File: src/rtl/board_shadow_ram.sv
// Double-buffered 4x4 board tile store feeding the VGA pixel generator.
// Game writes land in the back bank; a commit swaps banks at the start of
// the vsync pulse and then resynchronises the new back bank from the new
// front bank so later partial updates start from the displayed board.
module board_shadow_ram #(
  parameter int ADDR_W      = 4,
  parameter int DATA_W      = 5,
  parameter int INIT_SOLVED = 1
) (
  input  logic              clk,
  input  logic              rst,
  input  logic              wr_valid,
  output logic              wr_ready,
  input  logic [ADDR_W-1:0] wr_addr,
  input  logic [DATA_W-1:0] wr_data,
  input  logic              commit_req,
  output logic              commit_busy,
  output logic              commit_done,
  input  logic              vga_vs,
  input  logic [ADDR_W-1:0] shadow_ram_raddr,
  output logic [DATA_W-1:0] shadow_ram_rdata
);

  localparam int                DEPTH    = 1 << ADDR_W;
  localparam logic [ADDR_W-1:0] LAST_IDX = ADDR_W'(DEPTH - 1);

  typedef enum logic [1:0] {
    IDLE    = 2'd0,
    WAIT_VS = 2'd1,
    COPY    = 2'd2
  } state_t;

  // Reset content of a cell: solved board (1..15, hole in the last cell) or empty.
  function automatic logic [DATA_W-1:0] init_val(input int idx);
    if (INIT_SOLVED == 0) begin
      return {DATA_W{1'b0}};
    end else if (idx == DEPTH - 1) begin
      return {DATA_W{1'b0}};
    end else begin
      return DATA_W'(idx + 1);
    end
  endfunction

  logic [DATA_W-1:0] bank_r [2][DEPTH];
  state_t            state_r;
  state_t            state_nxt_s;
  logic              front_sel_r;
  logic              back_sel_s;
  logic              vs_d_r;
  logic              vs_fall_s;
  logic [ADDR_W-1:0] copy_idx_r;
  logic              wr_ready_r;
  logic              commit_busy_r;
  logic              commit_done_r;
  logic              wr_en_s;
  logic              copy_en_s;
  logic              swap_s;
  logic              done_nxt_s;

  assign back_sel_s       = ~front_sel_r;
  assign vs_fall_s        = vs_d_r & ~vga_vs;
  assign wr_ready         = wr_ready_r;
  assign commit_busy      = commit_busy_r;
  assign commit_done      = commit_done_r;
  // The display side only ever sees the front bank, with no read latency.
  assign shadow_ram_rdata = bank_r[front_sel_r][shadow_ram_raddr];

  // Next-state and per-cycle strobes of the commit FSM.
  always_comb begin
    state_nxt_s = state_r;
    wr_en_s     = 1'b0;
    copy_en_s   = 1'b0;
    swap_s      = 1'b0;
    done_nxt_s  = 1'b0;
    case (state_r)
      IDLE: begin
        wr_en_s = wr_valid & wr_ready_r;
        // A vsync fall in the acceptance cycle is deliberately ignored here.
        if (commit_req) begin
          state_nxt_s = WAIT_VS;
        end else begin
          state_nxt_s = IDLE;
        end
      end
      WAIT_VS: begin
        if (vs_fall_s) begin
          swap_s      = 1'b1;
          state_nxt_s = COPY;
        end else begin
          state_nxt_s = WAIT_VS;
        end
      end
      COPY: begin
        copy_en_s = 1'b1;
        if (copy_idx_r == LAST_IDX) begin
          done_nxt_s  = 1'b1;
          state_nxt_s = IDLE;
        end else begin
          state_nxt_s = COPY;
        end
      end
      default: begin
        state_nxt_s = IDLE;
      end
    endcase
  end

  // FSM state, bank select, vsync history, copy pointer and registered handshakes.
  always_ff @(posedge clk or negedge rst) begin
    if (!rst) begin
      state_r       <= IDLE;
      front_sel_r   <= 1'b0;
      vs_d_r        <= 1'b1;
      copy_idx_r    <= {ADDR_W{1'b0}};
      wr_ready_r    <= 1'b0;
      commit_busy_r <= 1'b0;
      commit_done_r <= 1'b0;
    end else begin
      state_r       <= state_nxt_s;
      vs_d_r        <= vga_vs;
      wr_ready_r    <= (state_nxt_s == IDLE);
      commit_busy_r <= (state_nxt_s != IDLE);
      commit_done_r <= done_nxt_s;
      if (swap_s) begin
        front_sel_r <= ~front_sel_r;
        copy_idx_r  <= {ADDR_W{1'b0}};
      end else if (copy_en_s) begin
        copy_idx_r  <= copy_idx_r + ADDR_W'(1);
      end
    end
  end

  // Bank storage: game writes and post-swap resync both target the back bank.
  always_ff @(posedge clk or negedge rst) begin
    if (!rst) begin
      for (int b = 0; b < 2; b++) begin
        for (int i = 0; i < DEPTH; i++) begin
          bank_r[b][i] <= init_val(i);
        end
      end
    end else if (wr_en_s) begin
      bank_r[back_sel_s][wr_addr] <= wr_data;
    end else if (copy_en_s) begin
      bank_r[back_sel_s][copy_idx_r] <= bank_r[front_sel_r][copy_idx_r];
    end
  end

endmodule
File: config.mk
export PLATFORM = sky130hd
export DESIGN_NAME = board_shadow_ram
export DESIGN_NICKNAME = d
export VERILOG_FILES = /design/src/rtl/board_shadow_ram.sv
export SDC_FILE = /design/constraint.sdc
export NUM_CORES = 1
export LEC_CHECK = 0
export CAP_MARGIN = 20
export CORE_UTILIZATION = 56
export CTS_CLUSTER_DIAMETER = 200
export CTS_CLUSTER_SIZE = 12
export DETAILED_ROUTE_END_ITERATION = 10
export GPL_ROUTABILITY_DRIVEN = 0
export PLACE_DENSITY = 0.76
export RECOVER_POWER = 25
export SYNTH_ARGS = -nofsm -noshare
export SYNTH_HDL_FRONTEND = slang
export SYNTH_SLANG_ARGS = --single-unit
File: constraint.sdc
create_clock -name clk -period 4.7 [get_ports clk]
set_clock_uncertainty 0.2 [all_clocks]
set_input_delay 1.175 -clock clk [delete_from_list [all_inputs] [get_ports clk]]
set_output_delay 1.175 -clock clk [all_outputs]
set_load 0.1 [all_outputs]
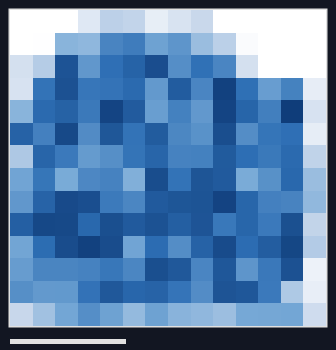
Run 1: cell density map
Scale bar: 50 um. The die is cut into 14 by 14 equal tiles; white is low, dark blue is high, 0 to 100% covered.
The fullest tile reaches 95%. The mean over all tiles is 59%. 8.2% of the tiles are nearly empty.

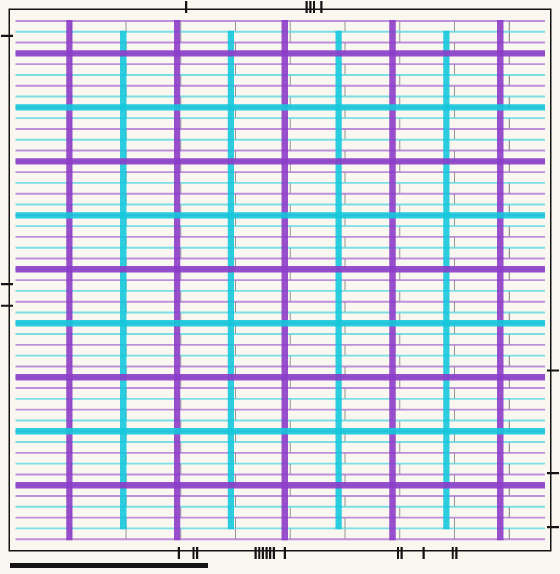
Run 1: supply network
Scale bar: 50 um. Pins as bars on the die edge. Tap cells in gray.
Key: cyan = VDD; purple = VSS
9 straps on met5. 225 tap cells. 9 straps on met4. 49 met1 rails follow the rows. 26 signal pins sit on the boundary.
die extent in y: 136 um
Peak VDD IR: 0.000370 V
die width: 136 um
core area: 17400 sq um

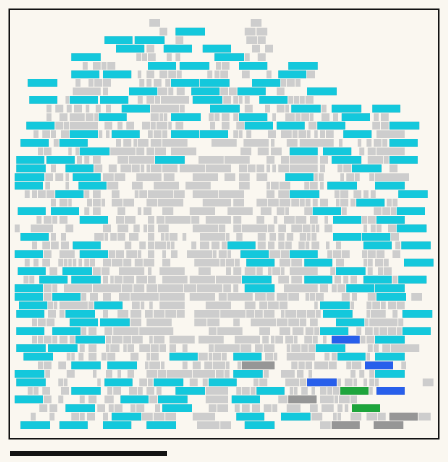
Run 1: sequential cells grouped by signal name
Scale bar: 50 um. Other sequential cells in the stronger gray, the rest of the logic in the fainter gray.
Key: cyan = `bank_r` [sequential cells 160, where widely spread]; green = `state_r` [sequential cells 2]; blue = `copy_idx_r` [sequential cells 4, where south-east]
Another 5 sequential cells are not colored.

==> flow_summary_export.csv, run 1 <==
group,metric,value,unit
finish,logic_area,5350,sq um
finish,seq_cells,171,
finish,comb_share,47.9,%
logic_synthesis,synthXorXnorAreaFrac,0.0870,%
placed_design,place_ws,0.377,ns
logic_synthesis,ys_sh_aoi,25.9,%
worst_setup_path,required,3.32,ns
clock_network,ctsHtreeMaxLevel,4,
finish,inverters,5,
finish,nMultiInputCombCells,701,
clock_network,cts_resized,0,
finish,buf_share,4.36,%
timing,hold_viol,0,
outcome,status,"finished with violations",
finish,num-nonclk-buffers,49,
timing,rsz0062_at_grt,"no",
finish,layout-drive-gt1-share,20.6,%
detailed_routing,via_per_inst,7.70,
finish,finalNetCount,967,
worst_setup_path,cp.arrival,3.09,ns
power_and_ir_drop,comb_cell_power,0.00291,W
floorplan,dieArea,18500,sq um
detailed_routing,drt_iter0_markers,1742,
placed_design,postPlaceCellArea,10500,sq um
logic_synthesis,flop_cell,"dfrtp_1",
clock_network,cts_made_buffers,17,
power_and_ir_drop,power,0.00711,W
clock_network,cts_hold_buf,0,
clock_network,cts_buffer_depth,2,
placed_design,dp_hpwl,23100,um
global_route,grt_pass1_wl,54100,um
power_and_ir_drop,power.leakage,4.16,nW
power_and_ir_drop,p_sw_share,42.6,%
job,warnings,29,
logic_synthesis,synth_cell_type_count,40,
worst_setup_path,endpoint_kind,"output port",
finish,area_growth,10.9,%
floorplan,rows,48,
timing,drv_slew,70,
timing,worst_pin_slew,1.76,ns
finish,layout_top_cell,"a22oi_1",
timing,max_freq,0.224,GHz
outcome,violations,"max-capacitance violations, max-slew violations",
job,drv_cap,1,
timing,fin_hold_ws,0.352,ns
global_route,grt_pass1_vias,8814,
timing,period_used_share,95.0,%
logic_synthesis,ys_seq_elements,171,
clock_network,cts.sinks,171,
placed_design,io_buffer_count,25,
finish,layout_top_cells,"202 x a22oi_1, 155 x o21ai_0, 104 x dfrtp_1",
timing,max_slew_margin,-17.0,%
detailed_routing,drc,0,
global_route,grt-ovfl-total,0,
finish,final_util,64.1,%
finish,diodes,0,
global_route,grtUsageTotal,40.0,%
finish,dominant_cells,"multi-input combinational cells",
logic_synthesis,top_logic_kind,"AND-OR/OR-AND gates",
power_and_ir_drop,p_switching,0.00303,W
detailed_routing,ant_nets,0,
detailed_routing,wl,35000,um
logic_synthesis,ys_sh_simple,6.80,%
finish,fin_cells,1183,
clock_network,cts_tree,"done",
logic_synthesis,ys_cells,953,
power_and_ir_drop,powerSeq,0.00263,W
worst_setup_path,start_kind,"flip-flop",
logic_synthesis,adder_share,0.497,%
global_route,antenna_found_initial,0,
finish,seq_area,4370,sq um
clock_network,cts_root_buf,"clkbuf_16",
power_and_ir_drop,p_seq_share,37.0,%
logic_synthesis,ys_sh_mux,19.7,%
power_and_ir_drop,clkPwrFrac,22.1,%
floorplan,io_pins,26,
logic_synthesis,syn_area,10100,sq um
power_and_ir_drop,combPwrFrac,40.9,%
logic_synthesis,synth_chip_area,10100,sq um
logic_synthesis,syn-num-nets,975,
finish,design_area,11200,sq um
clock_network,clk_pin_slew,0.07,ns
logic_synthesis,yosysWarnings,0,
placed_design,numPlacedInstances,1151,
logic_synthesis,synthArstFlopShare,100,%
power_and_ir_drop,power_density,638,nW/um^2
finish,n_clock_buffer,24,
timing,period_needed,4.46,ns
global_route,grt_max_degree,70,
logic_synthesis,syn_avg_cell_area,10.6,sq um
logic_synthesis,ys_seq_share,43.3,%
power_and_ir_drop,power-top-group,"combinational logic",
finish,clockNetworkAreaShare,5.89,%
logic_synthesis,edf_count,0,
finish,seq_area_share,39.1,%
floorplan,taps,225,
power_and_ir_drop,p_int,0.00408,W
clock_network,clk_latency,0.44,ns
detailed_routing,dr.pass1.iters,9,
timing,fin_tns_setup,0,ns
timing,finalSetupViolations,0,
timing,layout_setup_ws,0.237,ns
detailed_routing,via_count,9114,
min_path,hp-class,"reg -> reg",
detailed_routing,wl_per_cell,29.6,um
floorplan,fp_util,57.8,%
worst_setup_path,crit_fanout,48,
logic_synthesis,syn_inst,953,
worst_setup_path,path_class,"reg -> out",
power_and_ir_drop,pg_clk,0.00157,W
finish,nFillCells,1361,
clock_network,post-cts-setup-buffers,0,
run 1: worst max-delay path, cell delays in order (launching register included):
cell and delay, ns:
dfrtp_4 0.95, mux4_2 0.61, mux4_2 0.55, mux2_2 0.32, buf_12 0.17
run 1: flip-flops by register name, summed over array words and instances (netlist names):
signal,flops
front_sel_r,1
copy_idx_r,4
bank_r,160
vs_d_r,1
commit_done,1
commit_busy,1
state_r,2
wr_ready,1
run 1: synth_stat cells, types with 6 or more instances:
| cell type | instances | share of area, % |
|---|---|---|
| a22oi_1 | 202 | 15 |
| o21ai_0 | 155 | 7.7 |
| dfrtp_1 | 106 | 26 |
| mux2i_1 | 80 | 8.0 |
| dfstp_2 | 65 | 17 |
| nand2_1 | 56 | 2.1 |
| nor2_1 | 52 | 1.9 |
| clkbuf_1 | 50 | 1.9 |
| mux4_2 | 50 | 11 |
| a21oi_1 | 26 | 1.3 |
| o22ai_1 | 11 | 0.68 |
| buf_2 | 9 | 0.45 |
| o21ai_1 | 7 | 0.35 |
| and2_1 | 6 | 0.37 |
| buf_1 | 6 | 0.22 |
run 1: routing by layer:
layer / GRT usage (%) / up-vias / part of all wire, %
met4: 22.7 / 0 / 6.4
li1: - / 3694 / -
met5: 0 / - / 0
met1: 53.5 / 4403 / 36
met3: 14.5 / 186 / 16
met2: 55.9 / 831 / 42
run 1: path summary, 6_finish.rpt:
| path | from | cells past startpoint | to | slack [ns] |
|---|---|---|---|---|
| max reg2reg | front_sel_r | 8 | bank_r[76] | 0.90 |
| max in group asynchronous | rst | 2 | front_sel_r | 1.55 |
| min | bank_r[110] | 2 | bank_r[110] | 0.35 |
| max | front_sel_r | 4 | shadow_ram_rdata[0] | 0.24 |
| min reg2reg | bank_r[110] | 2 | bank_r[110] | 0.35 |
| min in group asynchronous | rst | 1 | commit_done | 0.50 |
==> inputs of run 2 (changes only) <==
--- a/config.mk
+++ b/config.mk
@@ -11,6 +11,7 @@
 export CTS_CLUSTER_SIZE = 12
 export DETAILED_ROUTE_END_ITERATION = 10
 export GPL_ROUTABILITY_DRIVEN = 0
+export HOLD_SLACK_MARGIN = 0.08
 export PLACE_DENSITY = 0.76
 export RECOVER_POWER = 25
 export SYNTH_ARGS = -nofsm -noshare
==> run 2 against run 1 <==
Against the previous run:
- the flow still finishes with violations (max-capacitance violations, max-slew violations)
- fmax is the same
- register-to-register slack hardly changed
- core utilization is the same
- non-clock buffer count unchanged
- routed wire length did not move
- synthesized area stayed put
- via count did not move
- synthesized cell count stayed put
- hold slack is the same
- final cell count is the same
- global-route usage is the same
- critical endpoint unchanged
==> flow_summary_export.csv, run 2 <==
group,metric,value,unit
outcome,status,"finished with violations",
outcome,violations,"max-capacitance violations, max-slew violations",
finish,top_register,"bank_r",
worst_setup_path,crit_end,"shadow_ram_rdata[0]",
logic_synthesis,ys_cells,953,
job,drv_cap,1,
logic_synthesis,edf_count,0,
clock_network,post-cts-setup-buffers,0,
detailed_routing,wl,35000,um
finish,logic_area,5350,sq um
worst_setup_path,start_kind,"flip-flop",
finish,seq_area,4370,sq um
job,warnings,29,
finish,layout-drive-gt1-share,20.6,%
clock_network,cts_root_buf,"clkbuf_16",
global_route,grt-ovfl-total,0,
worst_setup_path,path_class,"reg -> out",
clock_network,clk_pin_slew,0.07,ns
logic_synthesis,most_common_cell,"a22oi_1",
worst_setup_path,crit_fanout,48,
logic_synthesis,syn_area,10100,sq um
global_route,globalRouteMet1Util,53.5,%
finish,final_util,64.1,%
timing,finalSetupViolations,0,
clock_network,cts_tree,"done",
placed_design,dp_hpwl,23100,um
placed_design,numPlacedInstances,1151,
worst_setup_path,reg2regPathDepth,8,
power_and_ir_drop,peakVddDrop,0.000370,V
logic_synthesis,synthArstFlopShare,100,%
power_and_ir_drop,power_density,638,nW/um^2
finish,nFillCells,1361,
detailed_routing,via_count,9114,
logic_synthesis,ys_seq_share,43.3,%
global_route,grtUsageTotal,40.0,%
detailed_routing,wl_per_cell,29.6,um
timing,period_needed,4.46,ns
power_and_ir_drop,power.leakage,4.16,nW
global_route,grt_use_met2,55.9,%
placed_design,io_buffer_count,25,
logic_synthesis,synthTopCellsByCount,"202 x a22oi_1, 155 x o21ai_0, 106 x dfrtp_1",
power_and_ir_drop,power,0.00711,W
floorplan,dieArea,18500,sq um
worst_setup_path,r2r_start,"front_sel_r",
timing,hold_viol,0,
logic_synthesis,syn-num-nets,975,
detailed_routing,dr.pass1.iters,9,
logic_synthesis,largest_area_cell,"dfrtp_1",
global_route,busiest_layer,"met2",
floorplan,rows,48,
detailed_routing,drc,0,
worst_setup_path,cp.arrival,3.09,ns
timing,drv_slew,70,
timing,rsz0062_at_grt,"no",
finish,largest_register_ffs,160,
logic_synthesis,top_cells_by_area,"dfrtp_1 26%, dfstp_2 17%, a22oi_1 15%",
worst_setup_path,required,3.32,ns
logic_synthesis,ys_seq_elements,171,
clock_network,cts_hold_buf,0,
timing,max_freq,0.224,GHz
floorplan,io_pins,26,
clock_network,ctsHtreeMaxLevel,4,
logic_synthesis,syn_inst,953,
finish,finalNetCount,967,
clock_network,cts_made_buffers,17,
worst_setup_path,endpoint_kind,"output port",
clock_network,cts_buffer_depth,2,
worst_setup_path,r2r_setup_slack,0.90,ns
finish,layout_top_cell,"a22oi_1",
finish,area_growth,10.9,%
detailed_routing,ant_nets,0,
detailed_routing,drt_iter0_markers,1742,
min_path,hp-class,"reg -> reg",
finish,layout_top_cells,"202 x a22oi_1, 155 x o21ai_0, 104 x dfrtp_1",
global_route,antenna_found_initial,0,
min_path,min_path_cells,2,
worst_setup_path,worstReg2RegEnd,"bank_r[76]",
timing,worst_pin_slew,1.76,ns
timing,fin_tns_setup,0,ns
global_route,grt_max_degree,70,
global_route,grt_pass1_vias,8814,
detailed_routing,via_per_inst,7.70,
finish,reg_top3,"bank_r: 160 flops, copy_idx_r: 4 flops, state_r: 2 flops",
logic_synthesis,yosysWarnings,0,
timing,max_slew_margin,-17.0,%
worst_setup_path,startpoint,"front_sel_r",
placed_design,postPlaceCellArea,10500,sq um
global_route,grt_pass1_wl,54100,um
[run 2: cell counts in the layout (fill, tap and decap cells not counted)]
Identical to the previous run, type by type.
[run 2: critical path, stage by stage, from the launching register on]
cell,delay [ns]
dfrtp_4,0.95
mux4_2,0.61
mux4_2,0.55
mux2_2,0.32
buf_12,0.17
[run 2: through the flow]
stage,hold slack (ns),worst slack [ns]
finish,0.352,0.237
global route,0.366,0.127
CTS,0.350,0.254
detailed placement,0.331,0.377
global placement,0.336,0.380
floorplan,0.289,0.546
[run 2: cells by family (layout without fill, tap and decap cells)]
kind of cell	count (synthesis)	count (layout)	share of synthesized area, %
AOI/OAI and AO/OA	411	411	25.9
xor gates and xnor gates	1	1	0.0871
adders and majority gates	4	4	0.497
buffers and inverters	81	86	3.66
DFF	171	171	43.3
muxes	135	135	19.7
and+or+nand+nor	150	150	6.80
[run 2: area by class of cell]
type                            instances  area share (%)
Clock buffer                           24            4.50
Inverter                                5           0.168
Tap cell                              225            2.52
Clock inverter                          8            1.39
Multi-Input combinational cell        701            47.9
Timing Repair Buffer                   49            4.36
Sequential cell                       171            39.1
[run 2: power by group]
part / internal [W] / leakage, nW / switching, W
registers: 0.00197 / 2.11 / 0.000655
logic: 0.00114 / 1.73 / 0.00177
clock network: 0.000966 / 0.321 / 0.000606
[run 2: worst min-delay path by stage]
stage / from / endpoint / slack (ns)
finish: bank_r[110] / bank_r[110] / 0.35
global placement: bank_r[157] / bank_r[157] / 0.34
floorplan: bank_r[100] / bank_r[100] / 0.29
CTS: bank_r[130] / bank_r[130] / 0.35
detailed placement: bank_r[130] / bank_r[130] / 0.33
global route: bank_r[130] / bank_r[130] / 0.37
[run 2: per-layer routing]
metal	vias up	part of all wire [%]
met3	186	16
met4	0	6.4
li1	3694	-
met5	-	0
met2	831	42
met1	4403	36
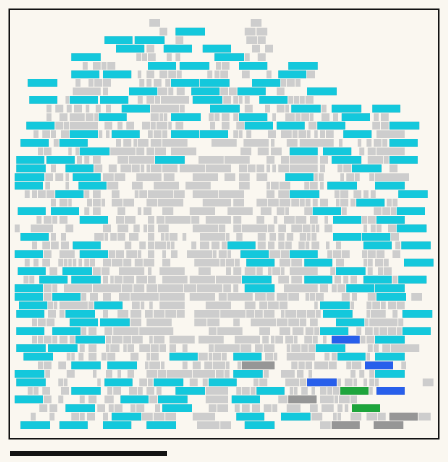
Run 2: sequential cells grouped by signal name
Scale bar: 50 um. Other sequential cells in the stronger gray, the rest of the logic in the fainter gray.
Key: green = `state_r` [sequential cells 2]; blue = `copy_idx_r` [sequential cells 4, where south-east]; cyan = `bank_r` [sequential cells 160, where widely spread]
Another 5 sequential cells are not colored.

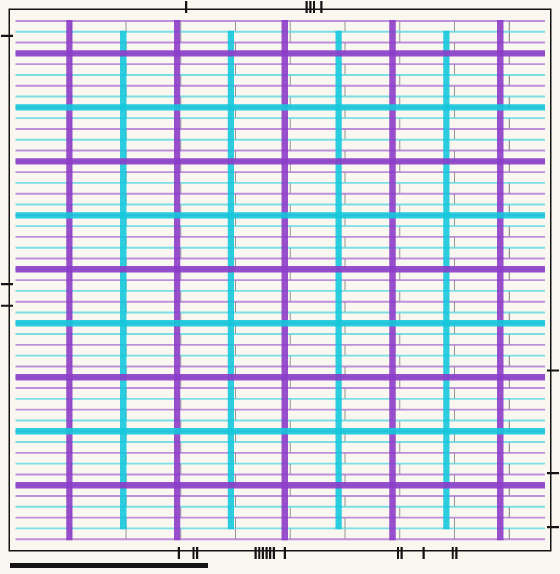
Run 2: supply network
Scale bar: 50 um. Pins as bars on the die edge. Tap cells in gray.
Key: purple = VSS; cyan = VDD
49 met1 rails follow the rows. 9 straps on met5. 9 straps on met4. 225 tap cells.

==> inputs of run 3 (changes only) <==
--- a/config.mk
+++ b/config.mk
@@ -6,14 +6,14 @@
 export NUM_CORES = 1
 export LEC_CHECK = 0
 export CAP_MARGIN = 20
-export CORE_UTILIZATION = 56
+export CORE_UTILIZATION = 48
 export CTS_CLUSTER_DIAMETER = 200
 export CTS_CLUSTER_SIZE = 12
 export DETAILED_ROUTE_END_ITERATION = 10
 export GPL_ROUTABILITY_DRIVEN = 0
 export HOLD_SLACK_MARGIN = 0.08
-export PLACE_DENSITY = 0.76
 export RECOVER_POWER = 25
+export SLEW_MARGIN = 40
 export SYNTH_ARGS = -nofsm -noshare
 export SYNTH_HDL_FRONTEND = slang
 export SYNTH_SLANG_ARGS = --single-unit
==> run 3 against run 2 <==
Against the previous run:
- the run still ends with max-capacitance violations, max-slew violations left
- synthesized cell count is the same
- synthesized area is the same
- core utilization shrank 9.0 points
- non-clock buffer count grew 4
- total power grew 0.96%
- first-iteration DRC count shrank 8.7%
- highest routed layer unchanged
==> flow_summary_export.csv, run 3 <==
group,metric,value,unit
outcome,status,"finished with violations",
outcome,violations,"max-capacitance violations, max-slew violations",
finish,top_register,"bank_r",
worst_setup_path,cp.arrival,3.09,ns
logic_synthesis,top_cell_area_share,26.4,%
finish,diodes,0,
finish,layout_top_cell,"a22oi_1",
timing,layout_setup_ws,0.233,ns
logic_synthesis,yosysWarnings,0,
power_and_ir_drop,power_density,641,nW/um^2
worst_setup_path,reg2regPathDepth,9,
timing,max_slew_margin,-24.2,%
clock_network,clk_latency,0.44,ns
worst_setup_path,cp_slowest_cell,"dfrtp_4",
power_and_ir_drop,clkPwrFrac,21.2,%
logic_synthesis,synth_cell_type_count,40,
power_and_ir_drop,p_sw_share,44.3,%
floorplan,dieWidth,147,um
logic_synthesis,syn_avg_cell_area,10.6,sq um
timing,hold_viol,0,
finish,layout_top_cells,"202 x a22oi_1, 155 x o21ai_0, 104 x dfrtp_1",
clock_network,cts_root_buf,"clkbuf_16",
logic_synthesis,syn_inst,953,
floorplan,dieArea,21500,sq um
worst_setup_path,r2r_start,"front_sel_r",
worst_setup_path,critPathMaxStageDelay,0.78,ns
logic_synthesis,flop_cell,"dfrtp_1",
logic_synthesis,most_common_cell,"a22oi_1",
logic_synthesis,ys_seq_elements,171,
detailed_routing,top_layer_used,"met4",
clock_network,cts_resized,0,
timing,rsz0062_at_grt,"no",
detailed_routing,via_count,9113,
finish,area_growth,11.4,%
job,drv_cap,1,
global_route,antenna_found_initial,0,
power_and_ir_drop,power.leakage,4.18,nW
power_and_ir_drop,combPwrFrac,41.6,%
timing,finalSetupViolations,0,
clock_network,cts_hold_buf,0,
clock_network,cts_buffer_depth,2,
worst_setup_path,required,3.32,ns
logic_synthesis,top_cells_by_area,"dfrtp_1 26%, dfstp_2 17%, a22oi_1 15%",
timing,worst_pin_slew,1.86,ns
timing,max_freq,0.224,GHz
clock_network,ctsHtreeMaxLevel,4,
min_path,min_path_cells,2,
clock_network,post-cts-setup-buffers,0,
clock_network,cts.sinks,171,
timing,drv_slew,76,
power_and_ir_drop,peakVddDrop,0.000349,V
worst_setup_path,crit_chain,"buf_12, mux4_2, mux4_2, mux2_2, buf_12",
floorplan,io_pins,26,
placed_design,dp_hpwl,26400,um
logic_synthesis,largest_area_cell,"dfrtp_1",
global_route,grtUsageTotal,36.4,%
clock_network,clk_pin_slew,0.07,ns
power_and_ir_drop,p_switching,0.00318,W
logic_synthesis,synth_chip_area,10100,sq um
detailed_routing,route.met2.wl,16600,um
timing,fin_hold_ws,0.369,ns
logic_synthesis,syn_area,10100,sq um
detailed_routing,wl,38200,um
floorplan,die_h,147,um
timing,period_needed,4.47,ns
logic_synthesis,ys_cells,953,
detailed_routing,dr.pass1.iters,8,
detailed_routing,ant_nets,0,
global_route,grt_max_degree,76,
finish,layout-drive-gt1-share,21.7,%
detailed_routing,drt_iter0_markers,1590,
worst_setup_path,path_class,"reg -> out",
## run 3: critical path, delay by kind of cell (launching register included)
kind	cells	cell delay, ns
DFF	1	0.78
buffers and inverters	2	0.47
muxes	3	1.35
## run 3: final cells by class
type / instances / area (sq um)
fillers: 1717 / 9150
multi-input cells: 701 / 5350
flip-flops and latches: 171 / 4370
repair buffers: 53 / 519
clock buffers: 19 / 443
well taps: 270 / 338
clock inverters: 13 / 181
inverters: 5 / 18.8
## run 3: logic make-up (layout without fill, tap and decap cells)
group | count (synthesis) | count (layout) | share of synthesized area [%]
adder cells (fa/ha/maj) | 4 | 4 | 0.497
multiplexers | 135 | 135 | 19.7
XOR/XNOR | 1 | 1 | 0.0871
flip-flops | 171 | 171 | 43.3
AND-OR/OR-AND | 411 | 411 | 25.9
AND/OR/NAND/NOR | 150 | 150 | 6.80
buffers and inverters | 81 | 90 | 3.66
## run 3: stage by stage
stage	cells	cell area, sq um	util (%)
global route	1232	11200	55.1
floorplan	953	10100	-
global placement	1198	10600	51.9
finish	1232	11200	55.1
CTS	1231	11200	55.0
detailed placement	1199	10600	51.9
## run 3: final timing paths
kind,end,slack [ns]
worst min-delay path,bank_r[136],0.37
min in group asynchronous,state_r[0],0.51
worst max-delay path,shadow_ram_rdata[2],0.23
max in group asynchronous,bank_r[48],1.55
worst min register to register,bank_r[136],0.37
worst max register to register,bank_r[90],1.37
## run 3: power groups by stage
stage	registers, W	clock network [W]	logic [W]
finish	0.00267	0.00152	0.00299
detailed placement	0.00263	0	0.00291
floorplan	0.00225	0	0.00208
global route	0.00268	0.00159	0.00314
CTS	0.00262	0.00152	0.00291
global placement	0.00270	0	0.00278
## run 3: metal layers
layer	track usage, %	vias up
met1	47.6	4479
met5	0	-
li1	-	3709
met2	53.2	747
met3	12.4	178
met4	20.0	0
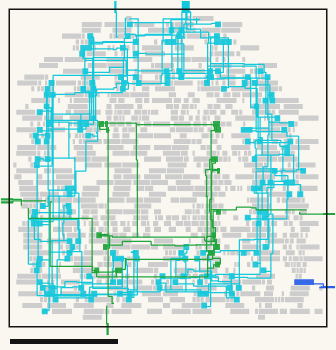
Run 3: wires at chosen ports, followed through buffers
Scale bar: 50 um.
Key: green = `wr_addr` [direction input, end cells 16, buffers 4, wire 884 um]; blue = `commit_done` [direction output, end cells 1, buffers 1, wire 10.4 um]; cyan = `wr_data` [direction input, end cells 160, buffers 7, wire 3380 um]

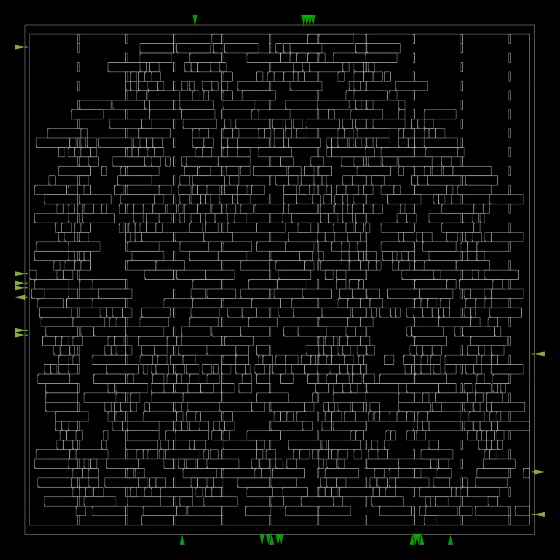
Run 3: placed standard cells
# fillers: 1717
sequential share of cell area: 38.9%
seq_cells: 171
post-route insts no fill: 1232
core area: 20400 sq um

No activity file was given, so power comes from the tool's default toggle rates.
